`config.mk`:
```
export PLATFORM = sky130hd
export DESIGN_NAME = clk_divider_multi
export DESIGN_NICKNAME = d
export VERILOG_FILES = /design/src/rtl/clk_divider_multi.sv
export SDC_FILE = /design/constraint.sdc
export NUM_CORES = 1
export LEC_CHECK = 0
export CAP_MARGIN = 30
export CELL_PAD_IN_SITES_DETAIL_PLACEMENT = 0
export CELL_PAD_IN_SITES_GLOBAL_PLACEMENT = 1
export CORE_ASPECT_RATIO = 0.7
export CORE_MARGIN = 8
export CORE_UTILIZATION = 45
export CTS_CLUSTER_DIAMETER = 100
export DETAILED_ROUTE_END_ITERATION = 10
export PLACE_DENSITY_LB_ADDON = 0.12
export SLEW_MARGIN = 20
export SYNTH_ARGS = -nofsm -noshare
export SYNTH_HDL_FRONTEND = slang
export SYNTH_SLANG_ARGS = --single-unit
```
`constraint.sdc`:
```
create_clock -name clk -period 2.69 [get_ports clk]
set_input_delay 0.538 -clock clk [delete_from_list [all_inputs] [get_ports clk]]
set_output_delay 0.538 -clock clk [all_outputs]
set_load 0.05 [all_outputs]
```
`src/rtl/clk_divider_multi.sv`:
```
// Multi-channel programmable clock divider. Each channel owns a double-buffered divide
// value that takes effect at the end of a full sclk period, on sync, or at once while disabled.
module clk_divider_multi #(
    parameter int               CHANNELS  = 4,
    parameter int               WIDTH     = 32,
    parameter logic [WIDTH-1:0] RESET_DIV = WIDTH'(32'd799999),
    parameter int               CH_W      = (CHANNELS > 1) ? $clog2(CHANNELS) : 1
) (
    input  logic                clk,
    input  logic                rst_n,
    input  logic                wr_en,
    input  logic [CH_W-1:0]     wr_ch,
    input  logic [WIDTH-1:0]    wr_div,
    input  logic [CHANNELS-1:0] en,
    input  logic                sync,
    output logic [CHANNELS-1:0] sclk,
    output logic [CHANNELS-1:0] tick,
    output logic [CHANNELS-1:0] pend
);

    for (genvar g = 0; g < CHANNELS; g++) begin : g_ch
        logic [WIDTH-1:0] r_count;
        logic [WIDTH-1:0] r_active;
        logic [WIDTH-1:0] r_shadow;
        logic             r_sclk;
        logic             r_tick;
        logic             r_pend;
        logic             w_wr_hit;
        logic             w_wrap;
        logic             w_xfer;

        // Only in-range channel numbers can match, so writes to wr_ch >= CHANNELS fall through.
        assign w_wr_hit = wr_en && (wr_ch == CH_W'(g));
        assign w_wrap   = (r_count >= r_active);
        // Shadow moves to active on the falling toggle, on sync, or straight away when stopped.
        assign w_xfer   = r_pend && (sync || !en[g] || (w_wrap && r_sclk));

        // NOTE: the per-channel divide registers are plain flops, so they are reset like everything else.
        always_ff @(posedge clk or negedge rst_n) begin
            if (!rst_n) begin
                r_count  <= '0;
                r_active <= RESET_DIV;
                r_shadow <= RESET_DIV;
                r_sclk   <= 1'b0;
                r_tick   <= 1'b0;
                r_pend   <= 1'b0;
            end else begin
                if (w_xfer) begin
                    r_active <= r_shadow;
                end
                if (w_wr_hit) begin
                    r_shadow <= wr_div;
                end
                // A write landing on the transfer cycle keeps pend set for the new value.
                if (w_wr_hit) begin
                    r_pend <= 1'b1;
                end else if (w_xfer) begin
                    r_pend <= 1'b0;
                end

                r_tick <= 1'b0;
                if (sync) begin
                    r_count <= '0;
                    r_sclk  <= 1'b0;
                end else if (en[g]) begin
                    if (w_wrap) begin
                        r_count <= '0;
                        r_sclk  <= ~r_sclk;
                        // NOTE: non-blocking, so r_sclk here is the pre-toggle value; 0 means a rising edge.
                        r_tick  <= ~r_sclk;
                    end else begin
                        r_count <= r_count + WIDTH'(1);
                    end
                end
            end
        end

        assign sclk[g] = r_sclk;
        assign tick[g] = r_tick;
        assign pend[g] = r_pend;
    end

endmodule

```
==> flow_summary_export.csv, run 1 <==
group,metric,value,unit
worst_hold_path,hold_path_end,"g_ch[2].r_count[9]",
power_and_ir_drop,powerComb,2.45,mW
place,globalplace.congestion,0.8314,
power_and_ir_drop,ir_drop,0.0004938,V
sta,fin_tns_setup,0,ns
global_routing,grt_max_degree,98,
yosys,yosys.area.top_type_share,30.54,%
floorplan,chipArea,60920,µm²
drt,antenna_left,0,
sta,maxSlewViolCount,0,
yosys,ys_cells,2571,
clock_tree,cts_sinks,396,
sta,whs,0.3996,ns
yosys,ys_sh_adder,6.903,%
finish,layout.nets,2751,
critical_path,crit_buf_inv,1,
global_routing,grtUsageMet2,33.50,%
critical_path,worstSetupStartpointType,"flip-flop",
floorplan,die_w,291.6,µm
finish,most-common-layout-cells,"284 x dfrtp_1, 251 x nor3_1, 191 x nand2_1, 154 x inv_1, 144 x nand3_1",
finish,areaGrowthSynthToFinish,14.80,%
run_status,status,"finished clean",
yosys,yosys_warnings,0,
clock_tree,postCtsSetupBuffers,0,
power_and_ir_drop,seq_power_share,45.5,%
yosys,top_logic_kind,"simple AND/OR/NAND/NOR gates",
clock_tree,path_clk_slew,0.06,ns
place,dp_hpwl,46260,µm
drt,drc,0,
critical_path,endpoint_kind,"flip-flop",
critical_path,path_class,"reg -> reg",
drt,avgRoutedWirePerCell,21.38,µm
sta,rsz0062_at_grt,"yes",
clock_tree,postCtsHoldBufs,1,
power_and_ir_drop,p_leak,11.70,nW
global_routing,antenna_found_initial,3,
critical_path,reg2regPathDepth,8,
yosys,synth_nets,2745,
critical_path,reg2reg_to,"g_ch[1].r_active[20]",
yosys,ys_sh_simple,19.94,%
global_routing,grt_use_met1,32.44,%
finish,design_area,27460,µm²
finish,layout-drive-gt1-share,18.50,%
critical_path,cp_slowest_cell,"dfstp_2",
sta,finalHoldViolCount,0,
global_routing,grtUsageMet3,4.586,%
place,placed_cell_area,25550,µm²
floorplan,core-area,52380,µm²
place,place_inst,3203,
sta,finalSetupViolCount,0,
yosys,yosysUniqueCellTypes,67,
floorplan,rows,70,
critical_path,cp_max_fo,17,
floorplan,die.size.y,208.9,µm
critical_path,worst_ep_arrival_time,3.11,ns
clock_tree,cts_max_path_buffers,3,
critical_path,crit_path_end,"g_ch[1].r_active[20]",
yosys,edf_count,0,
global_routing,grt_busiest_layer,"met2",
critical_path,cp.required,3.16,ns
floorplan,fp_util,45.68,%
power_and_ir_drop,totalPowerFinal,15.99,mW
run,max-cap-violations,0,
worst_hold_path,worstHoldPathCells,2,
yosys,yosysSeqAreaShare,41.96,%
critical_path,crit_chain,"ha_1 -> nand2b_1 -> a2111o_1 -> a32o_2 -> o211ai_4 -> buf_12 -> nand2_8 -> o311ai_1",
power_and_ir_drop,p_sw_share,28.20,%
sta,tightest_slew,0.9910,ns
power_and_ir_drop,p_int,11.48,mW
worst_hold_path,hp-class,"in -> reg",
yosys,mux_area_share,4.686,%
critical_path,cp.depth,8,
yosys,ys_sh_aoi,16.17,%
drt,viasPerCell,6.130,
yosys,topCellsByArea,"dfrtp_1 31%, dfstp_2 11%, ha_1 6.9%",
global_routing,grt_pass1_wl,110500,µm
drt,drtPass1Iterations,7,
power_and_ir_drop,seq_power,7.28,mW
place,pre_cts_ws,-0.03299,ns
yosys,syn_area_per_cell,9.305,µm²
yosys,yosys_area,23920,µm²
drt,drtIter0Drc,1467,
clock_tree,cts_resized,1,
power_and_ir_drop,power.switching,4.511,mW
drt,dr_wl_met3,4448,µm
clock_tree,numCtsBuffers,43,
finish,finalNonFillerCells,3296,
yosys,yosys.area.top_type,"dfrtp_1",
yosys,synth_cells,2571,
sta,worst_slack,0.05190,ns
power_and_ir_drop,comb_power_share,15.3,%
clock_tree,cts-root-buf,"clkbuf_16",
finish,lay_top_count,"dfrtp_1",
global_routing,grt_overflow_total,0,
sta,fmax,379.1,MHz
sta,fin_crit_sh,98.07,%
drt,maxUsedRoutingLayer,"met4",
yosys,synth_flops,396,
clock_tree,cts_tree,"built",
run,warning_count,27,
critical_path,crit_start,"g_ch[1].r_active[0]",
sta,relSlewSlack,33.93,%
critical_path,reg2reg_setup_slack,0.05,ns
yosys,synthArstFlopShare,100.0,%
critical_path,slowest_delay,0.55,ns
==> run 1: state kept, by name, summed over array words and instances (netlist names) <==
signal / cells
g_ch.r_shadow: 128
g_ch.r_pend: 4
g_ch.r_count: 128
g_ch.r_active: 128
g_ch.r_tick: 4
g_ch.r_sclk: 4
==> run 1: cell type report <==
type	instances	area (µm²)
multi-input cells	1804	12620
clock buffers	65	1311
repair buffers	177	1892
flip-flops and latches	396	10050
diodes	1	2.502
fillers	4742	24910
well taps	684	855.8
clock inverters	14	152.6
inverters	155	581.8
==> run 1: cell families after synthesis <==
logic type | count (synthesis)
adder cells (fa/ha/maj) | 132
flip-flops | 396
buffers and inverters | 372
AND/OR/NAND/NOR | 959
multiplexers | 100
AND-OR/OR-AND | 507
XOR/XNOR | 105
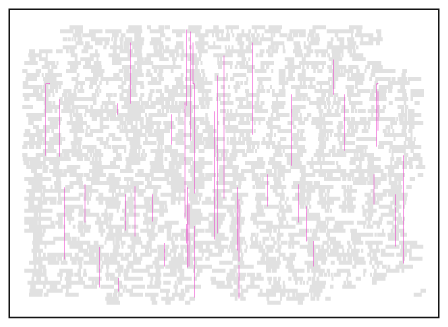
*Metal 4, run 1*
Cells faint in the background.
wire length on this layer = 1690 µm
longest straight run = 107 µm
nets with wire on the layer = 28
Routed WL: 70460 µm
via count: 20206

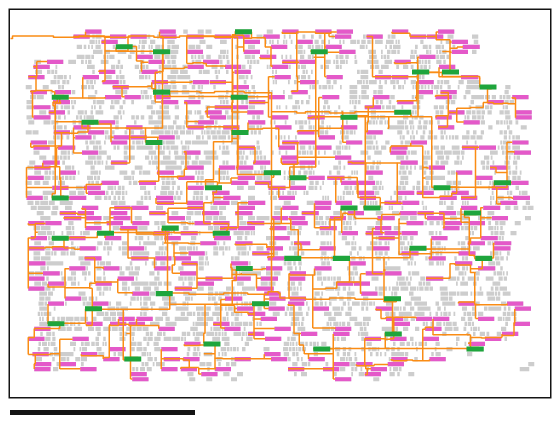
*Clock network drawn from the DEF, run 1*
Bar = 100 µm.
orange -> clock wires  # length 6200 µm
magenta -> flip-flops  # count 396
green -> clock drivers  # count 43
routed clock nets = 44
flops lie = all over the die
clk_skew: 0.01407 ns
Clock power frac: 39.2%
clk latency late pin: 0.58 ns
clock-net power: 6.26 mW

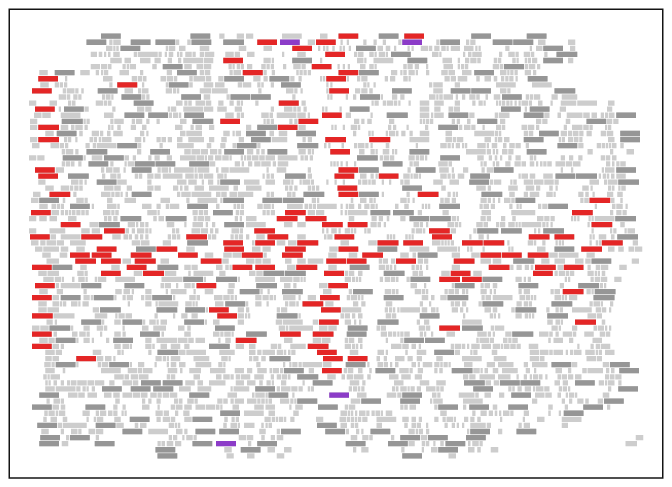
*Where the registers sit, run 1*
Other sequential cells in the stronger grey, the rest of the logic in the fainter grey.
red -> `g_ch.r_shadow`  # placed flops 128
purple -> `g_ch.r_tick`  # placed flops 4
Reg area: 10050 µm²
fin util: 52.44%

==> run 1 -> run 2 <==
Settings changed: CTS_CLUSTER_DIAMETER 100 to default, GPL_ROUTABILITY_DRIVEN from default to 0.
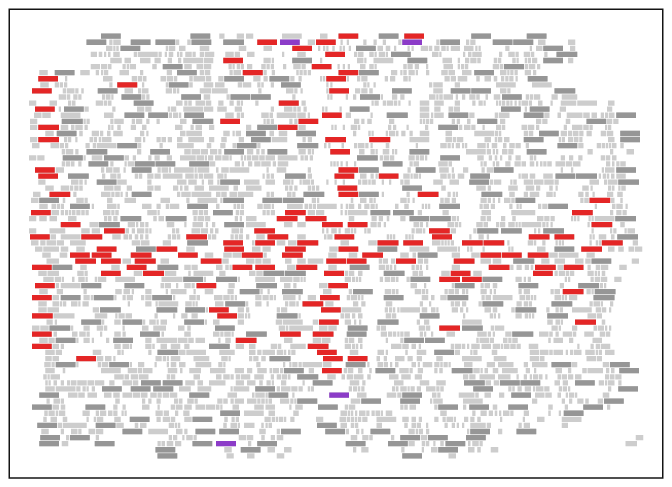
*Where the registers sit, run 2*
Other sequential cells in the stronger grey, the rest of the logic in the fainter grey.
purple -> `g_ch.r_tick`  # placed flops 4
red -> `g_ch.r_shadow`  # placed flops 128
not coloured = 264
flop share of the area: 36.59%
Sequential Power: 7.28 mW

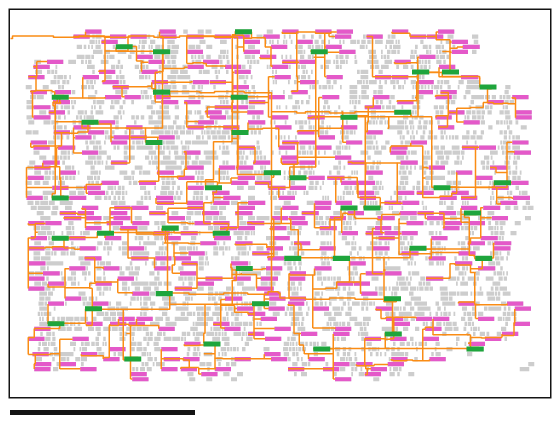
*Clock network drawn from the DEF, run 2*
Bar = 100 µm.
magenta -> flip-flops  # count 396
green -> clock drivers  # count 43
orange -> clock wires  # length 6200 µm
routed clock nets = 44
flops lie = all over the die

==> run 2 against run 1 <==
  * Combinational power about the same
  * Sequential power hardly changed
  * Worst setup slack is the same
  * Global-route usage stayed put
  * Cell count unchanged
  * Clock power is essentially flat
  * Wire length did not move
  * Final area unchanged
  * Synthesized area is the same
  * Power unchanged
  * Largest power group unchanged
==> flow_summary_export.csv, run 2 <==
group,metric,value,unit
run_status,status,"finished clean",
power_and_ir_drop,totalPowerFinal,15.99,mW
floorplan,chipArea,60920,µm²
place,place_inst,3203,
power_and_ir_drop,p_clk,6.26,mW
floorplan,io_pins,54,
floorplan,rows,70,
drt,viasPerCell,6.130,
sta,finalSetupViolCount,0,
yosys,synth_flops,396,
drt,avgRoutedWirePerCell,21.38,µm
critical_path,worst_ep_arrival_time,3.11,ns
yosys,synth_nets,2745,
drt,vias,20206,
worst_hold_path,min-delay-start,"sync",
finish,largest_registers,"g_ch.r_active: 128 flops, g_ch.r_count: 128 flops, g_ch.r_shadow: 128 flops",
sta,finalHoldViolCount,0,
global_routing,grt_max_degree,98,
clock_tree,numCtsBuffers,43,
critical_path,path_class,"reg -> reg",
sta,fin_crit_sh,98.07,%
yosys,yosys.area.top_type,"dfrtp_1",
critical_path,crit_buf_inv,1,
clock_tree,cts_tree,"built",
worst_hold_path,hp-class,"in -> reg",
critical_path,crit_path_end,"g_ch[1].r_active[20]",
finish,fillers,4742,
power_and_ir_drop,clockPowerShare,39.2,%
sta,post-route-min-period,2.638,ns
yosys,yosys.area.top_type_share,30.54,%
global_routing,antenna_found_initial,3,
critical_path,slowest_delay,0.55,ns
yosys,yosysUniqueCellTypes,67,
global_routing,grt_pass1_wl,110500,µm
yosys,ys_cells,2571,
global_routing,grt_pass1_vias,19287,
sta,fin_tns_setup,0,ns
finish,most-common-layout-cells,"284 x dfrtp_1, 251 x nor3_1, 191 x nand2_1, 154 x inv_1, 144 x nand3_1",
power_and_ir_drop,p_sw_share,28.20,%
critical_path,crit_start,"g_ch[1].r_active[0]",
yosys,syn_area_per_cell,9.305,µm²
clock_tree,cts-root-buf,"clkbuf_16",
yosys,synth_cells,2571,
drt,antenna_left,0,
finish,finalNonFillerCells,3296,
place,dp_hpwl,46260,µm
yosys,ys.flop_type,"dfrtp_1",
global_routing,grt_overflow_total,0,
yosys,most_common_cell,"dfrtp_1",
run,warning_count,27,
sta,worst_slack,0.05190,ns
finish,layout.nets,2751,
critical_path,crit_chain,"ha_1 -> nand2b_1 -> a2111o_1 -> a32o_2 -> o211ai_4 -> buf_12 -> nand2_8 -> o311ai_1",
yosys,synthArstFlopShare,100.0,%
yosys,yosys_warnings,0,
sta,relSlewSlack,33.93,%
drt,drc,0,
yosys,top_cells_by_count,"292 x dfrtp_1, 255 x nor3_1, 195 x nand2_1",
power_and_ir_drop,seq_power_share,45.5,%
clock_tree,postCtsSetupBuffers,0,
power_and_ir_drop,comb_power_share,15.3,%
clock_tree,cts_max_path_buffers,3,
place,pre_cts_ws,-0.03299,ns
critical_path,cp.depth,8,
yosys,ys_sh_adder,6.903,%
critical_path,rr_startpoint,"g_ch[1].r_active[0]",
critical_path,reg2reg_to,"g_ch[1].r_active[20]",
global_routing,gr-usage-all-layers,22.30,%
yosys,mux_area_share,4.686,%
worst_hold_path,hold_path_end,"g_ch[2].r_count[9]",
yosys,ys_sh_simple,19.94,%
place,port_buffers,53,
finish,lay_top_count,"dfrtp_1",
power_and_ir_drop,ir_drop,0.0004938,V
clock_tree,clock_latency,0.58,ns
drt,drtIter0Drc,1467,
power_and_ir_drop,p_leak,11.70,nW
sta,tightest_slew,0.9910,ns
floorplan,core-area,52380,µm²
yosys,yosys_area,23920,µm²
yosys,synthesis.area,23920,µm²
floorplan,die_w,291.6,µm
critical_path,cp_slowest_cell,"dfstp_2",
critical_path,cp_max_fo,17,
place,placed_cell_area,25550,µm²
sta,skew,0.01407,ns
run,max-cap-violations,0,
critical_path,reg2regPathDepth,8,
clock_tree,htreeDepth,2,
finish,design_area,27460,µm²
critical_path,cp.required,3.16,ns
yosys,synthXorXnorAreaFrac,3.844,%
floorplan,fp_util,45.68,%
yosys,ys_sh_aoi,16.17,%
sta,fmax,379.1,MHz
critical_path,reg2reg_setup_slack,0.05,ns
yosys,yosysSeqAreaShare,41.96,%
sta,maxSlewViolCount,0,
clock_tree,cts_resized,1,
power_and_ir_drop,power_leader,"registers",
power_and_ir_drop,p_int,11.48,mW
floorplan,die.size.y,208.9,µm
yosys,top_logic_kind,"simple AND/OR/NAND/NOR gates",
power_and_ir_drop,powerComb,2.45,mW
critical_path,worstSetupStartpointType,"flip-flop",
finish,layout-drive-gt1-share,18.50,%
sta,whs,0.3996,ns
drt,wl,70460,µm
clock_tree,postCtsHoldBufs,1,
power_and_ir_drop,power.switching,4.511,mW
yosys,edf_count,0,
finish,utilization,52.44,%
critical_path,endpoint_kind,"flip-flop",
critical_path,critPathTopFamily,"AND-OR/OR-AND gates",
sta,rsz0062_at_grt,"yes",
clock_tree,cts_sinks,396,
finish,areaGrowthSynthToFinish,14.80,%
power_and_ir_drop,cellPowerDensity,582.4,nW/µm²
drt,drtPass1Iterations,7,
worst_hold_path,worstHoldPathCells,2,
clock_tree,path_clk_slew,0.06,ns
yosys,topCellsByArea,"dfrtp_1 31%, dfstp_2 11%, ha_1 6.9%",
==> run 2: cell counts after synthesis <==
Identical to the previous run, type by type.
==> run 2: cell type report <==
cell class	count	area (µm²)	share of cell area [%]
tap	684	855.8	3.116
clock inverter	14	152.6	0.5558
inverter	155	581.8	2.118
timing repair buffer	177	1892	6.888
antenna	1	2.502	0.009112
clock buffer	65	1311	4.775
multi-input combinational	1804	12620	45.95
sequential	396	10050	36.59
==> run 2: layer usage <==
metal / global-route usage [%] / up-vias / routed length (µm)
met5: 0 / - / 0
met4: 5.903 / 0 / 1688
met3: 4.586 / 93 / 4448
met2: 33.50 / 572 / 30830
met1: 32.44 / 9975 / 33500
li1: - / 9566 / -
### Track usage over the die, run 2

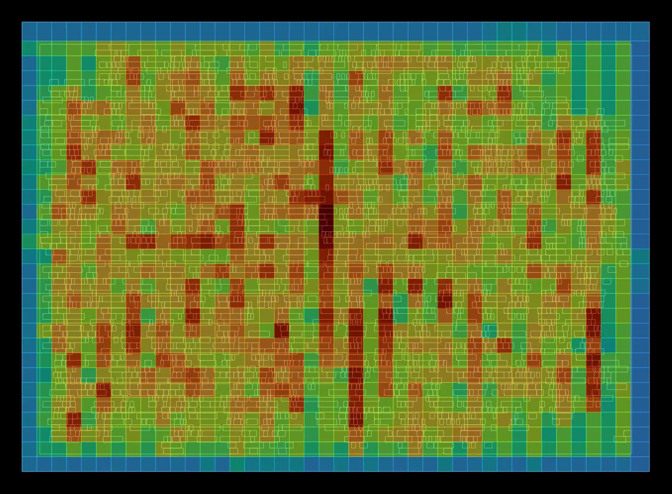

==> run 2 -> run 3 <==
Settings changed: CORE_MARGIN 8 to default, CORE_UTILIZATION 45 to 50, SETUP_SLACK_MARGIN from default to 0.4.
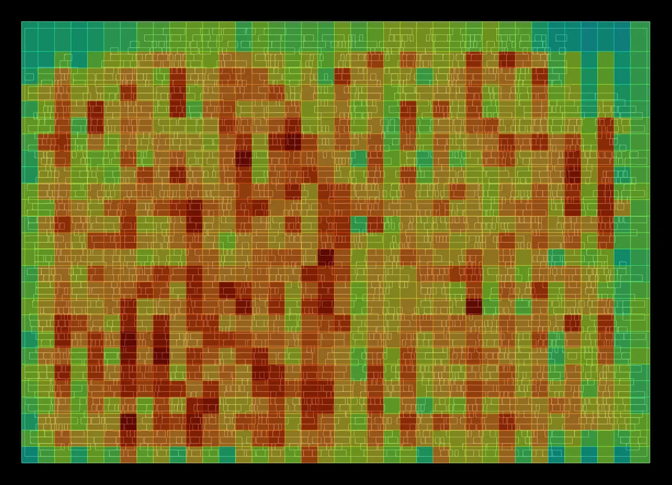
*Track usage over the die, run 3*
fin util: 66.35%
grt met3 use: 5.304%
GRT Max-Usage Layer: met2

==> run 3 against run 2 <==
  * Via count up 6.5%
  * First-iteration DRC count up 31%
  * Wire length up 11%
  * Highest routed layer is now met5
  * Utilization up 14 points
  * Largest power group unchanged
==> flow_summary_export.csv, run 3 <==
group,metric,value,unit
run_status,status,"finished clean",
critical_path,reg2regPathDepth,11,
sta,fin_crit_sh,97.91,%
floorplan,die_w,263.4,µm
sta,maxSlewViolCount,0,
power_and_ir_drop,cellPowerDensity,529.3,nW/µm²
critical_path,worst_ep_arrival_time,3.12,ns
yosys,yosys.area.top_type,"dfrtp_1",
place,dp_hpwl,46150,µm
critical_path,rr_startpoint,"g_ch[3].r_active[0]",
finish,layout-drive-gt1-share,30.51,%
global_routing,gr-usage-all-layers,29.66,%
finish,fillers,3557,
critical_path,reg2reg_to,"g_ch[3].r_active[1]",
yosys,yosys.area.top_type_share,30.54,%
yosys,yosysUniqueCellTypes,67,
power_and_ir_drop,clockPowerShare,38.5,%
critical_path,crit_path_end,"g_ch[3].r_active[1]",
place,place_inst,3135,
floorplan,rows,66,
drt,wl,78110,µm
sta,rsz0062_at_grt,"yes",
yosys,top_cells_by_count,"292 x dfrtp_1, 255 x nor3_1, 195 x nand2_1",
yosys,synthXorXnorAreaFrac,3.844,%
yosys,most_common_cell,"dfrtp_1",
sta,fin_tns_setup,0,ns
global_routing,grt_overflow_total,0,
critical_path,cp.depth,11,
floorplan,core-area,46820,µm²
global_routing,grt_pass1_vias,19598,
critical_path,cp.required,3.17,ns
floorplan,io_pins,54,
sta,finalSetupViolCount,0,
yosys,ys_sh_aoi,16.17,%
drt,avgRoutedWirePerCell,23.51,µm
floorplan,fp_util,51.10,%
yosys,synth_flops,396,
finish,areaGrowthSynthToFinish,29.85,%
clock_tree,numCtsBuffers,43,
finish,largest_registers,"g_ch.r_active: 128 flops, g_ch.r_count: 128 flops, g_ch.r_shadow: 128 flops",
critical_path,slowest_delay,0.55,ns
floorplan,die.size.y,185.0,µm
clock_tree,cts_resized,62,
critical_path,path_class,"reg -> reg",
worst_hold_path,min-delay-start,"sync",
clock_tree,cts_max_path_buffers,3,
finish,lay_top_count,"dfrtp_1",
power_and_ir_drop,p_leak,12.66,nW
critical_path,crit_start,"g_ch[3].r_active[0]",
critical_path,critPathTopFamily,"AND-OR/OR-AND gates",
yosys,ys_sh_adder,6.903,%
critical_path,cp_max_fo,6,
power_and_ir_drop,totalPowerFinal,16.44,mW
power_and_ir_drop,comb_power_share,16.8,%
drt,viasPerCell,6.475,
yosys,ys_sh_simple,19.94,%
clock_tree,cts_tree,"built",
yosys,synth_cells,2571,
global_routing,grt_max_degree,101,
sta,worst_slack,0.05629,ns
sta,fmax,379.7,MHz
critical_path,reg2reg_setup_slack,0.06,ns
drt,antenna_left,0,
floorplan,chipArea,48740,µm²
finish,layout.nets,2846,
place,port_buffers,53,
global_routing,grt_pass1_wl,113800,µm
run,warning_count,32,
sta,finalHoldViolCount,0,
critical_path,crit_buf_inv,4,
sta,whs,0.3888,ns
run,max-cap-violations,0,
yosys,syn_area_per_cell,9.305,µm²
yosys,yosysSeqAreaShare,41.96,%
yosys,ys_cells,2571,
clock_tree,postCtsSetupBuffers,18,
finish,seq_area,10060,µm²
yosys,synth_nets,2745,
critical_path,crit_chain,"ha_4 -> nand2b_4 -> a2111o_1 -> a311o_1 -> buf_4 -> o21ai_4 -> buf_6 -> buf_12 -> buf_16 -> nand4_1 -> o211ai_1",
finish,finalNonFillerCells,3323,
yosys,ys.flop_type,"dfrtp_1",
yosys,mux_area_share,4.686,%
critical_path,cp_slowest_cell,"dfstp_2",
yosys,yosys_area,23920,µm²
yosys,synthArstFlopShare,100.0,%
power_and_ir_drop,power.switching,4.762,mW
sta,relSlewSlack,22.09,%
clock_tree,cts-root-buf,"clkbuf_16",
drt,drtPass1Iterations,9,
clock_tree,htreeDepth,2,
worst_hold_path,worstHoldPathCells,2,
place,pre_cts_ws,-0.1572,ns
sta,tightest_slew,1.169,ns
yosys,edf_count,0,
critical_path,endpoint_kind,"flip-flop",
power_and_ir_drop,seq_power,7.34,mW
yosys,yosys_warnings,0,
global_routing,antenna_found_initial,9,
worst_hold_path,hold_path_end,"g_ch[3].r_count[2]",
finish,most-common-layout-cells,"279 x dfrtp_1, 188 x nand2_1, 158 x nor3_1, 144 x nand3_1, 137 x nor2_1",
power_and_ir_drop,power_leader,"registers",
power_and_ir_drop,p_clk,6.34,mW
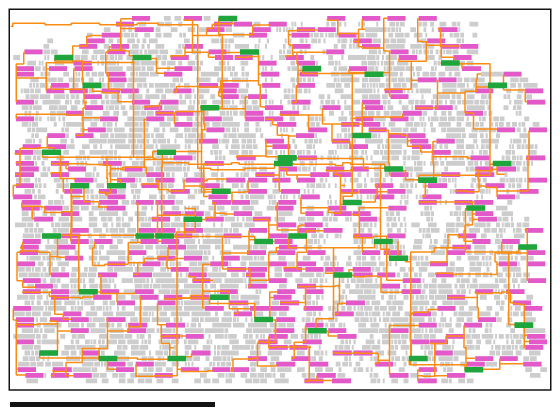
*Clock network drawn from the DEF, run 3*
Bar = 100 µm.
green -> clock drivers  # count 43
orange -> clock wires  # length 5750 µm
magenta -> flip-flops  # count 396
routed clock nets = 44
flops lie = all over the die
clk latency late pin: 0.57 ns
clk_skew: 0.01543 ns

==> run 3: cell count changes in the layout (fill, tap and decap cells not counted), sizes merged, moves of 2 or more <==
cell and delta:
buf +75, bufinv +2, clkbuf +19, clkdlybuf4s50 -3
clkinvlp -2, diode +3, dlymetal6s2s +3, inv +3
==> run 3: layout make-up <==
cell class | instances | share of cell area, %
multi-input cells | 1804 | 47.42
clock buffers | 64 | 4.040
repair buffers | 272 | 11.05
inverters | 155 | 1.905
flip-flops and latches | 396 | 32.37
clock inverters | 16 | 0.7169
well taps | 612 | 2.465
diodes | 4 | 0.03222
==> run 3: layer usage <==
layer	share of wire, %	GRT usage, %	wire, µm	vias to the layer above
li1	-	-	-	9807
met5	0.033	0	26	-
met2	44	44.39	34530	817
met3	8.0	5.304	6253	139
met1	45	43.22	34860	10750
met4	3.1	9.825	2440	4

==> screenshots <==
I/O pins on the die edge.
Pins as bars across the die edge, other pins in grey.
(a)
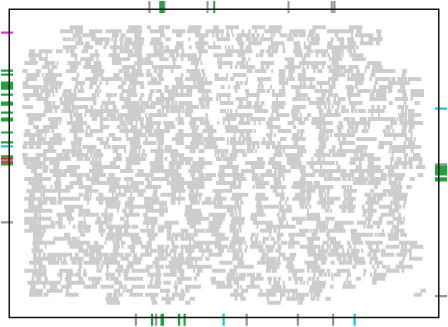
(b)
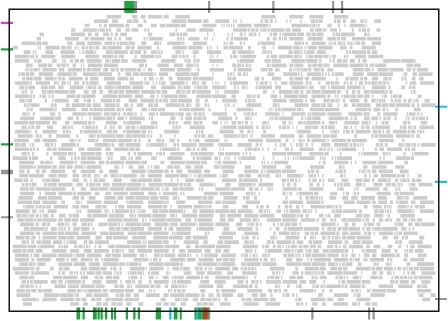
(a) is run 2.
(b) is run 3.

Power and IR drop assume default switching activity.
